### src/rtl/i2s_tx_pkg.sv
// Shared constants and types for the I2S transmitter slice.
package i2s_tx_pkg;
  localparam logic I2S_MODE_STD = 1'b0;
  localparam logic I2S_MODE_LJ  = 1'b1;

  localparam int unsigned DEFAULT_DW     = 16;
  localparam int unsigned DEFAULT_SLOT_W = 16;

  typedef enum logic {IDLE, RUN} state_e;
endpackage

### src/rtl/i2s_tx_if.sv
// Parallel stereo sample handshake into the I2S transmitter.
interface i2s_tx_if
  import i2s_tx_pkg::*;
#(
  parameter int unsigned DW = DEFAULT_DW
);
  logic [DW-1:0] in_left;
  logic [DW-1:0] in_right;
  logic          in_valid;
  logic          in_ready;

  modport master (output in_left, in_right, in_valid, input in_ready);
  modport slave  (input in_left, in_right, in_valid, output in_ready);
endinterface

### src/rtl/i2s_bclk_gen.sv
// Bit-clock divider: toggles bclk every CLK_DIV cycles while running and
// strobes shift_o on bclk falling edges and on the run-entry cycle.
module i2s_bclk_gen #(
  parameter int unsigned CLK_DIV = 8
) (
  input  logic clk,
  input  logic rst_n,
  input  logic en_i,
  input  logic start_i,
  output logic bclk_o,
  output logic shift_o
);
  localparam int unsigned   CW       = (CLK_DIV > 1) ? $clog2(CLK_DIV) : 1;
  localparam logic [CW-1:0] DIV_LAST = CW'(CLK_DIV - 1);

  logic [CW-1:0] div_q, div_d;
  logic          bclk_q, bclk_d;
  logic          tick;

  always_comb begin
    tick   = en_i && (div_q == DIV_LAST);
    div_d  = '0;
    bclk_d = 1'b0;
    if (en_i) begin
      div_d  = tick ? '0 : div_q + CW'(1);
      bclk_d = tick ? ~bclk_q : bclk_q;
    end
  end

  assign shift_o = start_i | (tick & bclk_q);
  assign bclk_o  = bclk_q;

  always_ff @(posedge clk) begin
    if (!rst_n) begin
      div_q  <= '0;
      bclk_q <= 1'b0;
    end else begin
      div_q  <= div_d;
      bclk_q <= bclk_d;
    end
  end
endmodule

### src/rtl/i2s_tx.sv
// I2S master transmitter: one-entry holding register feeding a frame register
// that is serialised MSB-first in standard I2S or left-justified timing.
module i2s_tx
  import i2s_tx_pkg::*;
#(
  parameter int unsigned DW      = DEFAULT_DW,
  parameter int unsigned SLOT_W  = DEFAULT_SLOT_W,
  parameter int unsigned CLK_DIV = 8
) (
  input  logic     clk,
  input  logic     rst_n,
  input  logic     en,
  input  logic     ws_align,
  i2s_tx_if.slave  in_if,
  output logic     i2s_bclk,
  output logic     i2s_ws,
  output logic     i2s_sd,
  output logic     frame_start,
  output logic     underrun
);
  localparam int unsigned   FRAME_W = 2 * SLOT_W;
  localparam int unsigned   PW      = $clog2(FRAME_W);
  localparam int unsigned   FW      = $clog2(2 * DW);
  localparam logic [PW-1:0] P_LAST  = PW'(FRAME_W - 1);
  localparam logic [PW-1:0] SLOT_P  = PW'(SLOT_W);

  state_e          state_q, state_d;
  logic [2*DW-1:0] hold_q, hold_d, frame_q, frame_d;
  logic            full_q, full_d, rdy_q, rdy_d, mode_q, mode_d;
  logic [PW-1:0]   p_q, p_d;
  logic            ws_q, ws_d, sd_q, sd_d, dly_q, dly_d, fs_q, fs_d, ur_q, ur_d;
  logic            run, start, shift, accept, load, lj_bit;

  // Left-justified bit at frame position pos; slot bits past DW are padding.
  function automatic logic lj_at(input logic [2*DW-1:0] fr, input logic [PW-1:0] pos);
    int unsigned   p, idx;
    logic [FW-1:0] bi;
    p   = 32'(pos);
    idx = p % SLOT_W;
    if (idx >= DW) return 1'b0;
    bi = (p < SLOT_W) ? FW'(2 * DW - 1 - idx) : FW'(DW - 1 - idx);
    return fr[bi];
  endfunction

  assign run   = (state_q == RUN) && en;
  assign start = (state_q == IDLE) && en;

  i2s_bclk_gen #(.CLK_DIV(CLK_DIV)) u_bclk (
    .clk    (clk),
    .rst_n  (rst_n),
    .en_i   (run),
    .start_i(start),
    .bclk_o (i2s_bclk),
    .shift_o(shift)
  );

  always_comb begin
    accept  = in_if.in_valid & rdy_q;
    load    = start | (run & shift & (p_q == P_LAST));
    state_d = state_q;
    hold_d  = hold_q;
    full_d  = full_q;
    frame_d = frame_q;
    mode_d  = mode_q;
    p_d     = p_q;
    ws_d    = ws_q;
    sd_d    = sd_q;
    dly_d   = dly_q;
    fs_d    = 1'b0;
    ur_d    = 1'b0;
    lj_bit  = 1'b0;

    // Load reads the old holding contents before a same-cycle accept refills it.
    if (load) begin
      frame_d = full_q ? hold_q : '0;
      full_d  = 1'b0;
      mode_d  = ws_align;
      fs_d    = 1'b1;
      ur_d    = ~full_q;
    end
    if (accept) begin
      hold_d = {in_if.in_left, in_if.in_right};
      full_d = 1'b1;
    end
    rdy_d = ~full_d;

    if (start) begin
      state_d = RUN;
    end else if (state_q == RUN && !en) begin
      state_d = IDLE;
      p_d     = '0;
      ws_d    = 1'b0;
      sd_d    = 1'b0;
      dly_d   = 1'b0;
    end

    // Standard I2S is the left-justified stream delayed by one shift event.
    if (shift) begin
      p_d    = load ? '0 : p_q + PW'(1);
      lj_bit = lj_at(frame_d, p_d);
      ws_d   = (p_d >= SLOT_P);
      sd_d   = (mode_d == I2S_MODE_LJ) ? lj_bit : dly_q;
      dly_d  = lj_bit;
    end
  end

  always_ff @(posedge clk) begin
    if (!rst_n) begin
      state_q <= IDLE;
      hold_q  <= '0;
      frame_q <= '0;
      full_q  <= 1'b0;
      rdy_q   <= 1'b0;
      mode_q  <= I2S_MODE_STD;
      p_q     <= '0;
      ws_q    <= 1'b0;
      sd_q    <= 1'b0;
      dly_q   <= 1'b0;
      fs_q    <= 1'b0;
      ur_q    <= 1'b0;
    end else begin
      state_q <= state_d;
      hold_q  <= hold_d;
      frame_q <= frame_d;
      full_q  <= full_d;
      rdy_q   <= rdy_d;
      mode_q  <= mode_d;
      p_q     <= p_d;
      ws_q    <= ws_d;
      sd_q    <= sd_d;
      dly_q   <= dly_d;
      fs_q    <= fs_d;
      ur_q    <= ur_d;
    end
  end

  assign in_if.in_ready = rdy_q;
  assign i2s_ws         = ws_q;
  assign i2s_sd         = sd_q;
  assign frame_start    = fs_q;
  assign underrun       = ur_q;
endmodule
### src/flat_wrapper.sv
// flat-port wrapper written by rule: the top's interface ports become plain ports
module i2s_tx_flat import i2s_tx_pkg::*;
#(
  parameter int unsigned DW      = DEFAULT_DW,
  parameter int unsigned SLOT_W  = DEFAULT_SLOT_W,
  parameter int unsigned CLK_DIV = 8
)
  (clk, rst_n, en, ws_align, i2s_bclk, i2s_ws, i2s_sd, frame_start, underrun, in_if_in_left, in_if_in_right, in_if_in_valid, in_if_in_ready);
  i2s_tx_if #(.DW(DW)) in_if_i ();
  input  logic clk;
  input  logic rst_n;
  input  logic en;
  input  logic ws_align;
  output logic i2s_bclk;
  output logic i2s_ws;
  output logic i2s_sd;
  output logic frame_start;
  output logic underrun;
  input wire logic [$bits(in_if_i.in_left)-1:0] in_if_in_left;
  input wire logic [$bits(in_if_i.in_right)-1:0] in_if_in_right;
  input wire logic [$bits(in_if_i.in_valid)-1:0] in_if_in_valid;
  output wire logic [$bits(in_if_i.in_ready)-1:0] in_if_in_ready;
  assign in_if_i.in_left = in_if_in_left;
  assign in_if_i.in_right = in_if_in_right;
  assign in_if_i.in_valid = in_if_in_valid;
  assign in_if_in_ready = in_if_i.in_ready;
  i2s_tx #(.DW(DW), .SLOT_W(SLOT_W), .CLK_DIV(CLK_DIV)) u_core (.clk(clk), .rst_n(rst_n), .en(en), .ws_align(ws_align), .in_if(in_if_i), .i2s_bclk(i2s_bclk), .i2s_ws(i2s_ws), .i2s_sd(i2s_sd), .frame_start(frame_start), .underrun(underrun));
endmodule
### config.mk
export PLATFORM = sky130hd
export DESIGN_NAME = i2s_tx_flat
export DESIGN_NICKNAME = d
export VERILOG_FILES = /design/src/rtl/i2s_tx_pkg.sv /design/src/rtl/i2s_tx_if.sv /design/src/rtl/i2s_bclk_gen.sv /design/src/rtl/i2s_tx.sv /design/src/flat_wrapper.sv
export SDC_FILE = /design/constraint.sdc
export NUM_CORES = 1
export LEC_CHECK = 0
export CAP_MARGIN = 10
export CORE_UTILIZATION = 50
export CTS_CLUSTER_SIZE = 14
export DETAILED_ROUTE_END_ITERATION = 7
export PLACE_DENSITY_LB_ADDON = 0.12
export RECOVER_POWER = 50
export SYNTH_ARGS = -nofsm -noshare
export SYNTH_HDL_FRONTEND = slang
export SYNTH_SLANG_ARGS = --single-unit
### constraint.sdc
create_clock -name clk -period 4.9 [get_ports clk]
set_clock_uncertainty 0.15 [all_clocks]
set_input_delay 0.49 -clock clk [delete_from_list [all_inputs] [get_ports clk]]
set_output_delay 0.49 -clock clk [all_outputs]
set_load 0.005 [all_outputs]
**Run 1: M1 wires**

Bar = 20 um. Cells faint in the background.
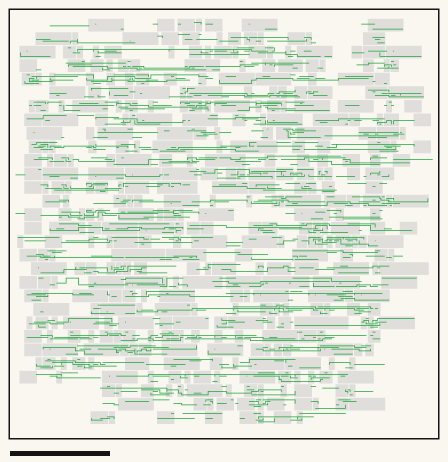
wire length on this layer: 3350 um
longest straight run: 40.0 um
share of all routed wire: 50%
main direction: horizontal
WL final: 6.75 mm
vias post-DR: 2683
met1 Usage GRT: 26.3%

**Run 1: the metal 2 layer**

Bar = 20 um. Cells faint in the background.
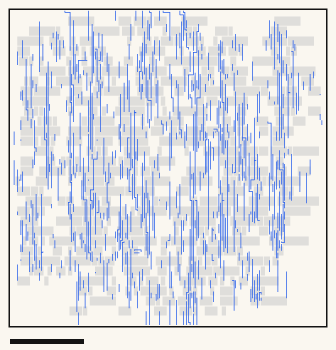
share of all routed wire: 46%
nets with wire on the layer: 363
wire length on this layer: 3110 um
met2 Resource Use GR: 32.5%

==> out/qor.yml, run 1 <==
final_layout:
  drive_above_1_share_pct: 7.43
  bufAreaShareNonClock_pct: 10.5
  comb_share_pct: 41.9
  ff_count: 82
  final-clk-cell-share_pct: 4.95
  largestClassByArea: "multi-input combinational cells"
logic_synthesis:
  syn-cell-area_um2: 3530
  synth_cell_types: 38
  ys_seq_share_pct: 46.6
  syn_inst: 388
  yosysChipArea_um2: 3530
  common_cells: "nand2_1, dfxtp_1, a21boi_0"
  edf_count: 0
  ys_warn_count: 0
  area_leaders: "dfxtp_1, a21boi_0, nand2_1"
  synth_top_area_share_pct: 46.6
  top_cell: "nand2_1"
final_timing:
  min_period_ns: 3.31
  setup_slack_ns: 1.60
  max-slew-margin-rel_pct: -76.0
  drv_slew: 79
cts:
  path_clk_slew_ns: 0.08
  htreeDepth: 3
  clock_path_buffers: 2
  postCtsResizedCells: 0
  cts_hold_buf: 0
  cts-root-buf: "clkbuf_8"
outcome:
  violations: "capacitance limit, slew limit"
  status: "finished with violations"
setup_path:
  worstPathArrival_ns: 3.39
power:
  power_frac_seq_pct: 51.9
  p_per_area_nw_per_um2: 322
  swShare_pct: 23.4
  maxPowerGroup: "sequential cells"
worst_hold_path:
  min-delay-path-class: "reg2reg"
  worstHoldEndpoint: "u_core.u_bclk.div_q[0]"
global_route:
  grt_overflow: 0
  antenna_found_initial: 0
floorplan:
  rows: 30
place:
  dp_hpwl_mm: 4.38
  numPortBuffers: 42
  place_inst: 498
routing:
  routedWlPerCell_um: 13.2
job:
  max-cap-violations: 1
**Run 1: met3 routing**

Bar = 20 um. Cells faint in the background.
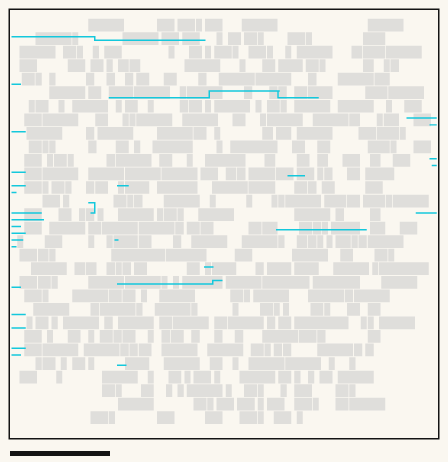
nets with wire on the layer: 26
main direction: horizontal
wire length on this layer: 189 um
share of all routed wire: 2.8%
longest straight run: 22.1 um
met3 Use GR: 4.62%

## run 1: registers in the layout, indices dropped and copies added, names as in the netlist, 3 cells and up
signal,cells
u_core.frame_q,32
u_core.hold_q,32
u_core.p_q,5
u_core.u_bclk.div_q,3
## run 1: cell families after synthesis
group	after synthesis	synth area share, %
compound gates	86	18.9
xor+xnor	3	1.49
fa+ha+maj	7	2.48
buf+inv	36	3.90
flops	82	46.6
mux	13	6.85
simple gates	161	19.8
## run 1: how the worst max path moves through the flow
stage / start / end
2_1_floorplan: u_core.p_q[0] / u_core.dly_q
4_1_cts: u_core.p_q[0] / u_core.i2s_sd
3_3_place_gp: u_core.p_q[0] / u_core.i2s_sd
3_5_place_dp: en / u_core.i2s_sd
6_report: u_core.p_q[0] / u_core.i2s_sd
5_1_grt: u_core.p_q[0] / u_core.i2s_sd
## run 1: cell usage in the layout, fill, tap and decap left out, drive strengths merged, types with 3 or more instances in the layout
cell / count
clkinv: 3
ha: 7
nand2: 102
o21ai: 3
clkbuf: 10
dfxtp: 82
a21boi: 67
clkdlybuf4s50: 34
mux4: 8
dlygate4sd3: 7
nor2b: 6
mux2i: 5
inv: 5
buf: 3
nor2: 6
and2: 6
a21oi: 3
nand3: 34
## run 1: critical path, stage by stage (launching register included)
cell and delay (ns):
dfxtp_1 0.47, ha_1 0.34, and3_2 0.23, ha_1 0.21, a41oi_2 0.79, mux2i_1 0.26
a31o_2 0.31, o21bai_1 0.15, o311a_1 0.30
## run 1: routing by layer
metal,global-route usage (%),wire (um),share of wire [%]
met1,26.3,3350,50
met2,32.5,3110,46
met3,4.62,188,2.8
met4,6.82,99,1.5
met5,0,0,0
**Run 1: routing congestion**

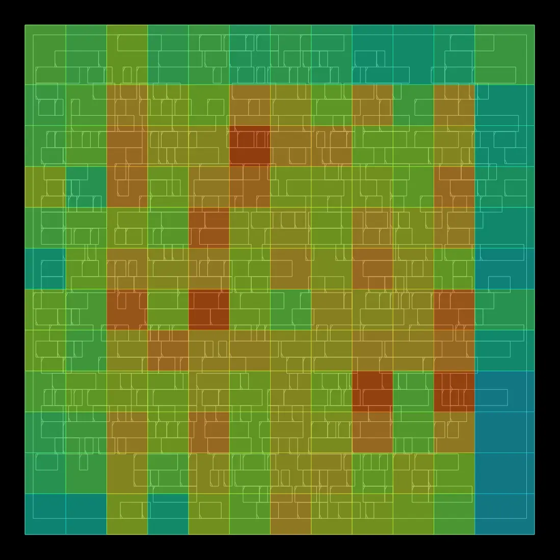

==> inputs of run 2 (changes only) <==
==> constraint.sdc (replaced) <==
create_clock -name clk -period 2.99 [get_ports clk]
set_clock_uncertainty 0.15 [all_clocks]
set_input_delay 0.299 -clock clk [delete_from_list [all_inputs] [get_ports clk]]
set_output_delay 0.299 -clock clk [all_outputs]
set_load 0.005 [all_outputs]
**Run 2: routing congestion**

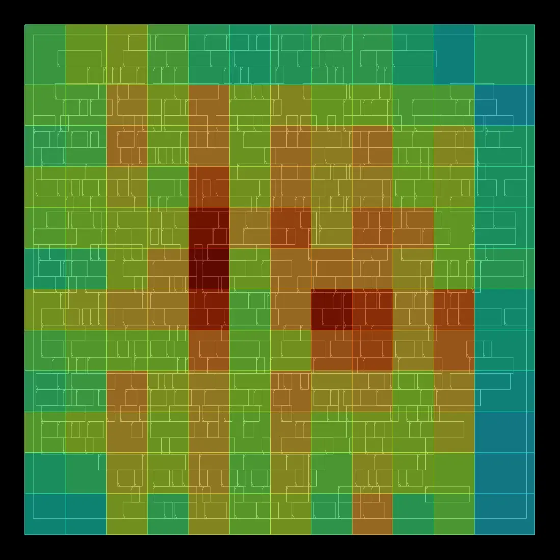
WL/cell: 13.4 um
met2 Resource Use GR: 33.2%
met1 Usage GRT: 28.6%
fin util: 62.6%
met3 Use GR: 3.75%

==> run 2 against run 1 <==
Effect of this change: the run now ends clean; fmax grew 35%; count of clock-buffer cells in the layout rose by 1; final cell count is 1.9% higher; sequential share of layout area shrank 0.76 points; sequential power grew 64%; critical path depth did not move; worst hold slack worse by 0.0059 ns; routed wire length grew 3.8%; worst setup slack got worse by 1.0 ns; flip-flop count unchanged; die area stayed put; critical endpoint unchanged.
==> out/qor.yml, run 2 <==
final_layout:
  lay_top_cells: "nand2_1, dfxtp_1, a21boi_0, nand3_1, clkdlybuf4s50_1"
  area_growth_pct: 20.6
  reg_top3: "u_core.frame_q: 32 flops, u_core.hold_q: 32 flops, u_core.p_q: 5 flops"
  diodes: 0
  lay_top_count: "nand2_1"
setup_path:
  critPathMostFrequentCell: "ha_1"
  cpMaxStageDelayCell: "dfxtp_1"
  worstPathArrival_ns: 2.54  # -0.85 ns
  crit_chain: "ha_1 -> and3_2 -> ha_1 -> a41oi_2 -> mux2i_1 -> a31o_2 -> o21bai_1 -> o311a_1"
  cpPeakStageDelay_ns: 0.33  # -0.46 ns
  cp.buffers_inverters: 0  # unchanged
  path_max_fanout: 4
cts:
  clock_path_buffers: 2  # unchanged
  htreeDepth: 3  # unchanged
  postCtsResizedCells: 0  # unchanged
  cts-root-buf: "clkbuf_8"
  cts_hold_buf: 0  # unchanged
place:
  dp_hpwl_mm: 4.82  # +9.9%
  numPortBuffers: 42  # unchanged
logic_synthesis:
  common_cells: "nand2_1, dfxtp_1, a21boi_0"
  syn-cell-area_um2: 3530  # unchanged
  synth_top_area_share_pct: 46.6  # unchanged
  edf_count: 0  # unchanged
  synth_cell_types: 38  # unchanged
  syn_inst: 388  # unchanged
  ys_warn_count: 0  # unchanged
  top_cell: "nand2_1"
  area_leaders: "dfxtp_1, a21boi_0, nand2_1"
  yosysChipArea_um2: 3530  # unchanged
worst_hold_path:
  min-delay-path-class: "reg2reg"
power:
  swShare_pct: 24.0  # +0.57 points
  p_per_area_nw_per_um2: 533  # +65%
  maxPowerGroup: "sequential cells"
global_route:
  grt_overflow: 0  # unchanged
final_timing:
  min_period_ns: 2.44  # -0.862 ns
  drv_slew: 0  # -100%
  max-slew-margin-rel_pct: 48.3  # +120 points
job:
  max-cap-violations: 0  # -1
outcome:
  status: "completed"
routing:
  detailroute.via_count: 2717  # +1.3%
  drt_wl_total_mm: 7.01  # +3.8%
floorplan:
  rows: 30  # unchanged
-- run 2: cell counts after synthesis --
No cell type changed its count.
-- run 2: layout make-up --
type,count,area [um2],area share (%)
clock inverter,6,90.1,2.12
sequential,82,1640,38.6
timing repair buffer,54,498,11.7
clock buffer,10,138,3.24
inverter,5,18.8,0.441
tap,96,120,2.82
multi-input combinational,270,1750,41.1
-- run 2: stage by stage --
stage / instance area, um2 / power [W] / std cells / utilization, % / setup WS, ns
4_1_cts: 4260 / 0.00229 / 523 / 62.7 / 0.539
3_3_place_gp: 4030 / 0.00139 / 507 / 59.4 / 0.526
2_1_floorplan: 3530 / 0.00130 / 388 / - / 0.538
3_5_place_dp: 4030 / 0.00139 / 507 / 59.4 / 0.465
6_report: 4250 / 0.00227 / 523 / 62.6 / 0.547
5_1_grt: 4250 / 0.00236 / 523 / 62.6 / 0.397
-- run 2: cells by family after synthesis --
group                    Yosys count  share of synthesized area, %
multiplexers                      13                          6.85
AND-OR/OR-AND                     86                          18.9
flip-flops                        82                          46.6
adder cells (fa/ha/maj)            7                          2.48
XOR/XNOR                           3                          1.49
buffers and inverters             36                          3.90
AND/OR/NAND/NOR                  161                          19.8
-- run 2: final timing paths --
| check | start | end | slack [ns] | depth (start not counted) |
|---|---|---|---|---|
| setup reg to reg | u_core.p_q[1] | u_core.i2s_sd | 0.55 | 8 |
| setup / recovery | u_core.p_q[1] | u_core.i2s_sd | 0.55 | 8 |
| hold reg to reg | u_core.u_bclk.div_q[0] | u_core.u_bclk.div_q[0] | 0.28 | 1 |
| hold / removal | u_core.u_bclk.div_q[0] | u_core.u_bclk.div_q[0] | 0.28 | 1 |
-- run 2: metal layers --
metal  track usage, %  routed length (um)
met1             28.6                3510
met2             33.2                3170
met5                0                   0
met3             3.75                 193
met4             10.0                 131
Power and IR drop assume default switching activity.
